===== src/rtl/cdc_stability_pkg.sv =====
// Shared types, default widths and helpers for the CDC stability monitor.
package cdc_stability_pkg;

    typedef enum logic [1:0] {
        UNARMED  = 2'd0,
        COUNTING = 2'd1,
        STABLE   = 2'd2
    } stab_state_e;

    localparam int unsigned DEF_CHANNELS = 8;
    localparam int unsigned DEF_CNT_W    = 8;
    localparam int unsigned DEF_VCNT_W   = 16;

    // Increment that sticks at max_val instead of wrapping (widths up to 32 bits).
    function automatic logic [31:0] sat_inc(input logic [31:0] val, input logic [31:0] max_val);
        return (val >= max_val) ? val : val + 32'd1;
    endfunction

endpackage


===== src/rtl/cdc_stability_channel.sv =====
// One monitored channel: arming FSM plus saturating hold counter.
// Optional macro CDC_STABILITY_MON_ASSERT_EN adds a simulation-only
// assertion that reports each violation with its hold length.
module cdc_stability_channel
    import cdc_stability_pkg::*;
#(
    parameter int unsigned CNT_W = DEF_CNT_W
) (
    input  logic             clk_i,
    input  logic             rstn_i,
    input  logic             toggle,
    input  logic             enable,
    input  logic [CNT_W-1:0] min_cycles,
    output logic             viol_c
);

    localparam logic [CNT_W-1:0] CNT_MAX = '1;

    stab_state_e      state;
    logic [CNT_W-1:0] cnt;
    logic [CNT_W-1:0] cnt_inc_c;

    // cnt holds the cycles elapsed since the last edge, so it equals the hold length on the next edge
    assign cnt_inc_c = CNT_W'(sat_inc(32'(cnt), 32'(CNT_MAX)));
    assign viol_c    = enable && toggle && (state == COUNTING) && (cnt < min_cycles);

    // Channel FSM and hold counter
    always_ff @(posedge clk_i or negedge rstn_i) begin
        if (!rstn_i) begin
            state <= UNARMED;
            cnt   <= '0;
        end else if (!enable) begin
            state <= UNARMED;
            cnt   <= '0;
        end else if (toggle) begin
            state <= COUNTING;
            cnt   <= CNT_W'(1);
        end else if (state != UNARMED) begin
            cnt <= cnt_inc_c;
            if ((state == COUNTING) && (cnt_inc_c >= min_cycles)) begin
                state <= STABLE;
            end
        end
    end

`ifdef CDC_STABILITY_MON_ASSERT_EN
    // Report each violation with the offending hold length
    always_ff @(posedge clk_i) begin
        if (rstn_i) begin
            assert (!viol_c)
            else $error("%m: hold of %0d cycles below min_cycles %0d", cnt, min_cycles);
        end
    end
`endif

endmodule


===== src/rtl/cdc_stability_monitor.sv =====
// Multi-channel hold-time monitor for source-side CDC data.
// Flags channels whose value changes before min_cycles_i cycles have passed,
// with per-channel pulses, sticky flags, a saturating event count and
// first-offender capture. Optional macro: CDC_STABILITY_MON_ASSERT_EN.
module cdc_stability_monitor
    import cdc_stability_pkg::*;
#(
    parameter  int unsigned CHANNELS = DEF_CHANNELS,
    parameter  int unsigned CNT_W    = DEF_CNT_W,
    parameter  int unsigned VCNT_W   = DEF_VCNT_W,
    localparam int unsigned IDX_W    = (CHANNELS > 1) ? $clog2(CHANNELS) : 1
) (
    input  logic                clk_i,
    input  logic                rstn_i,
    input  logic [CHANNELS-1:0] d_i,
    input  logic [CNT_W-1:0]    min_cycles_i,
    input  logic                enable_i,
    input  logic                clear_i,
    output logic [CHANNELS-1:0] violation_o,
    output logic [CHANNELS-1:0] sticky_o,
    output logic [VCNT_W-1:0]   viol_count_o,
    output logic [IDX_W-1:0]    first_ch_o,
    output logic                first_valid_o
);

    localparam logic [VCNT_W-1:0] VCNT_MAX = '1;

    logic [CHANNELS-1:0] d_q;
    logic [CHANNELS-1:0] toggle_c;
    logic [CHANNELS-1:0] viol_c;
    logic                any_viol_c;
    logic [IDX_W-1:0]    low_idx_c;
    logic [CHANNELS-1:0] sticky_nxt_c;
    logic [VCNT_W-1:0]   count_nxt_c;
    logic [IDX_W-1:0]    first_nxt_c;
    logic                fvalid_nxt_c;

    assign toggle_c   = d_i ^ d_q;
    assign any_viol_c = |viol_c;

    // One FSM per monitored channel
    for (genvar c = 0; c < int'(CHANNELS); c++) begin : g_ch
        cdc_stability_channel #(
            .CNT_W (CNT_W)
        ) u_ch (
            .clk_i      (clk_i),
            .rstn_i     (rstn_i),
            .toggle     (toggle_c[c]),
            .enable     (enable_i),
            .min_cycles (min_cycles_i),
            .viol_c     (viol_c[c])
        );
    end

    // Lowest violating channel index (descending scan leaves the lowest hit)
    always_comb begin
        low_idx_c = '0;
        for (int i = int'(CHANNELS) - 1; i >= 0; i--) begin
            if (viol_c[i]) begin
                low_idx_c = IDX_W'(i);
            end
        end
    end

    // Aggregate next state: clear applies first, this cycle's violations on top
    always_comb begin
        sticky_nxt_c = clear_i ? '0 : sticky_o;
        count_nxt_c  = clear_i ? '0 : viol_count_o;
        first_nxt_c  = clear_i ? '0 : first_ch_o;
        fvalid_nxt_c = clear_i ? 1'b0 : first_valid_o;
        if (any_viol_c) begin
            sticky_nxt_c = sticky_nxt_c | viol_c;
            count_nxt_c  = VCNT_W'(sat_inc(32'(count_nxt_c), 32'(VCNT_MAX)));
            if (!fvalid_nxt_c) begin
                first_nxt_c  = low_idx_c;
                fvalid_nxt_c = 1'b1;
            end
        end
    end

    // Input history and registered reporting outputs
    always_ff @(posedge clk_i or negedge rstn_i) begin
        if (!rstn_i) begin
            d_q           <= '0;
            violation_o   <= '0;
            sticky_o      <= '0;
            viol_count_o  <= '0;
            first_ch_o    <= '0;
            first_valid_o <= 1'b0;
        end else begin
            d_q           <= d_i;
            violation_o   <= viol_c;
            sticky_o      <= sticky_nxt_c;
            viol_count_o  <= count_nxt_c;
            first_ch_o    <= first_nxt_c;
            first_valid_o <= fvalid_nxt_c;
        end
    end

endmodule

===== config.mk =====
export PLATFORM = sky130hd
export DESIGN_NAME = cdc_stability_monitor
export DESIGN_NICKNAME = d
export VERILOG_FILES = /design/src/rtl/cdc_stability_pkg.sv /design/src/rtl/cdc_stability_channel.sv /design/src/rtl/cdc_stability_monitor.sv
export SDC_FILE = /design/constraint.sdc
export NUM_CORES = 1
export LEC_CHECK = 0
export CORE_ASPECT_RATIO = 1.25
export CORE_MARGIN = 5
export CORE_UTILIZATION = 50
export DETAILED_ROUTE_END_ITERATION = 8
export GPL_TIMING_DRIVEN = 0
export PLACE_DENSITY = 0.7
export SLEW_MARGIN = 15
export SYNTH_ARGS = -nofsm -noshare
export SYNTH_HDL_FRONTEND = slang
export SYNTH_SLANG_ARGS = --single-unit

===== constraint.sdc =====
create_clock -name clk_i -period 3.4 [get_ports clk_i]
set_input_delay 0.68 -clock clk_i [delete_from_list [all_inputs] [get_ports clk_i]]
set_output_delay 0.68 -clock clk_i [all_outputs]
set_load 0.05 [all_outputs]

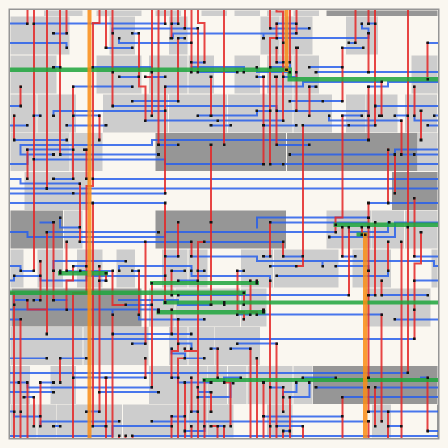
Fig. 1. Layout detail.
Region (51, 33) to (81, 63) um. Cells in grey, sequential cells in the stronger grey; small squares are vias.
| layer | colour |
|---|---|
| met2 | red |
| met1 | blue |
| met4 | orange |
| met3 | green |
cells with their middle in the window: 65
netlist names of flops here include: `g_ch.u_ch.cnt` (5)
most frequent: ha_1 (11), nand2_1 (6)
sequential cells in the window: 5

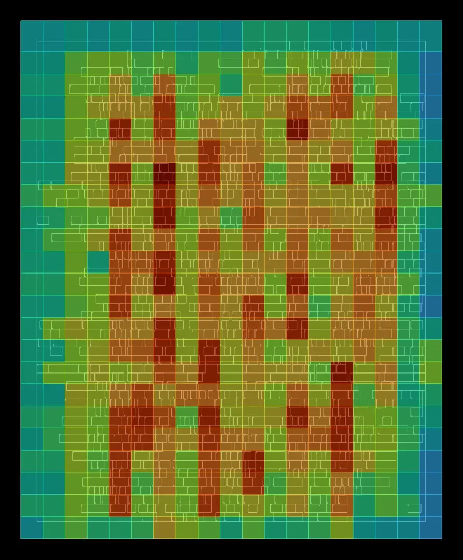
Fig. 2. Routing congestion map.
global routing met3 resource utilization: 0.0377
global-route met1 utilization: 0.289
most utilized layer in the global route result: met2
core occupancy in the finished layout: 0.613
Avg WL per Cell: 17.2 um

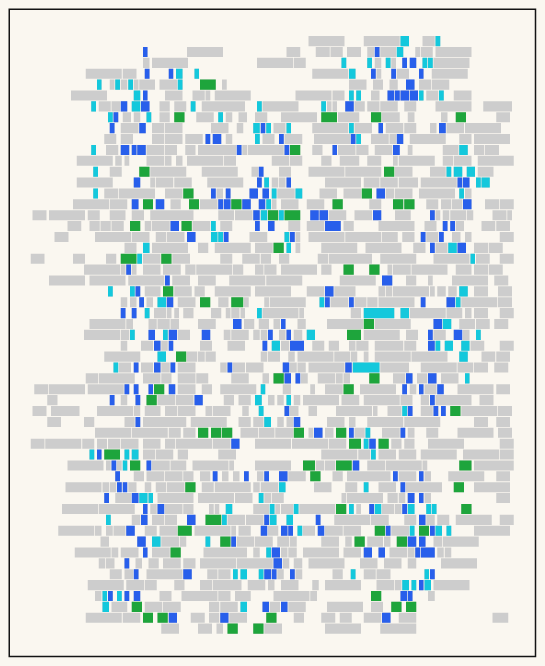
Fig. 3. Gate families picked out.
(4 px per um)
| family | colour | cells | most used |
|---|---|---|---|
| NOR gates | cyan | 132 | nor2_1 |
| AND-OR and OR-AND gates | green | 71 | a21o_1 |
| NAND gates | blue | 195 | nand2_1 |
multi-input gate share of the layout cell area: 0.530
most common logic cell in the routed design: sky130_fd_sc_hd__ha_1
tally of non-filler cells in the final layout: 1347

[flip-flops by register name, summed over array words and instances (netlist names)]
name and count:
first_valid_o 1, d_q 8, viol_count_o 16, g_ch.u_ch.state 16
sticky_o 8, violation_o 8, g_ch.u_ch.cnt 64, first_ch_o 3
[power groups by stage]
stage,Clock (mW),Combinational [mW],Sequential (mW)
2_1_floorplan,0,0.408,1.75
3_3_place_gp,0,0.789,1.64
3_5_place_dp,0,0.808,1.64
4_1_cts,2.11,0.872,1.61
5_1_grt,2.18,0.960,1.62
6_report,2.07,0.874,1.61
[repair_timing]
item                                    in CTS  in global routing
hold buffers                                 0                  0
endpoints found under the setup margin      20                 24
gates resized                                8                  8
pin swaps                                    3                  4
setup buffers                               33                  3
==> metrics.yaml <==
synth:
  synth.logic.top_family: "simple AND/OR/NAND/NOR gates"
  synth_top_area_share: 0.338
  synth-cells-yosys: 997
  number_of_library_cell_types_mapped_by_synthesis: 59
  synthArstFlopShare: 1.00
  synth-area-yosys_mm2: 0.00918
  synthesis.nets: 1146
  synth.mux.area_fraction: 0.0299
cts:
  cts_num_sinks: 124
  cts_htree_levels: 4
  root_buffer: "sky130_fd_sc_hd__clkbuf_16"
setup_path:
  worstSetupPathType: "in -> reg"
  timing.reg2reg.worst_path_depth: 12
  worst_setup_path_start_kind: "primary input"
  timing.critical_path.required_ps: 3700
  cp_top_family: "buffers and inverters"
  worst_setup_path_end_kind: "flop"
  worstPathMaxFanout: 10
  arrival_time_worst_endpoint_ps: 3660
  crit_path_top_delay_cell: "sky130_fd_sc_hd__clkdlybuf4s50_1"
  critical_path.max_stage_delay_ps: 520
power_and_ir_drop:
  share_clk_of_total_power: 0.454
  swShare: 0.275
  post-layout-total-power_mw: 4.56
  netSwitchingPower_mw: 1.25
  internal_power_mw: 3.30
  power.share.combinational: 0.192
place:
  pre_cts_setup_slack_ps: -886
  io_buffer_count: 54
  post-place-cells: 1280
global_routing:
  wire_length_of_the_first_global_routing_pass_um: 39200
  grt_antenna_before_repair: 0
  gr-total-overflow: 0
flow_run:
  warnings: 27
finish:
  clkCellAreaFrac: 0.0607
  nFlopsAndLatches: 124
  nFillCells: 1526
  signal_buffers: 110
  nClkBuffers: 20
status:
  status: "complete, no violations"
floorplan:
  fp.dieH_um: 161
  die-area_mm2: 0.0212
  core-area_mm2: 0.0181
  tapCellCount: 228
timing:
  final-max-slew-violation-count: 0
  min_period_over_period: 0.990
  setup_viol: 0
routing:
  dr_total_vias: 7859
  drtPass1Iterations: 6
  drt_drc_violations_left: 0
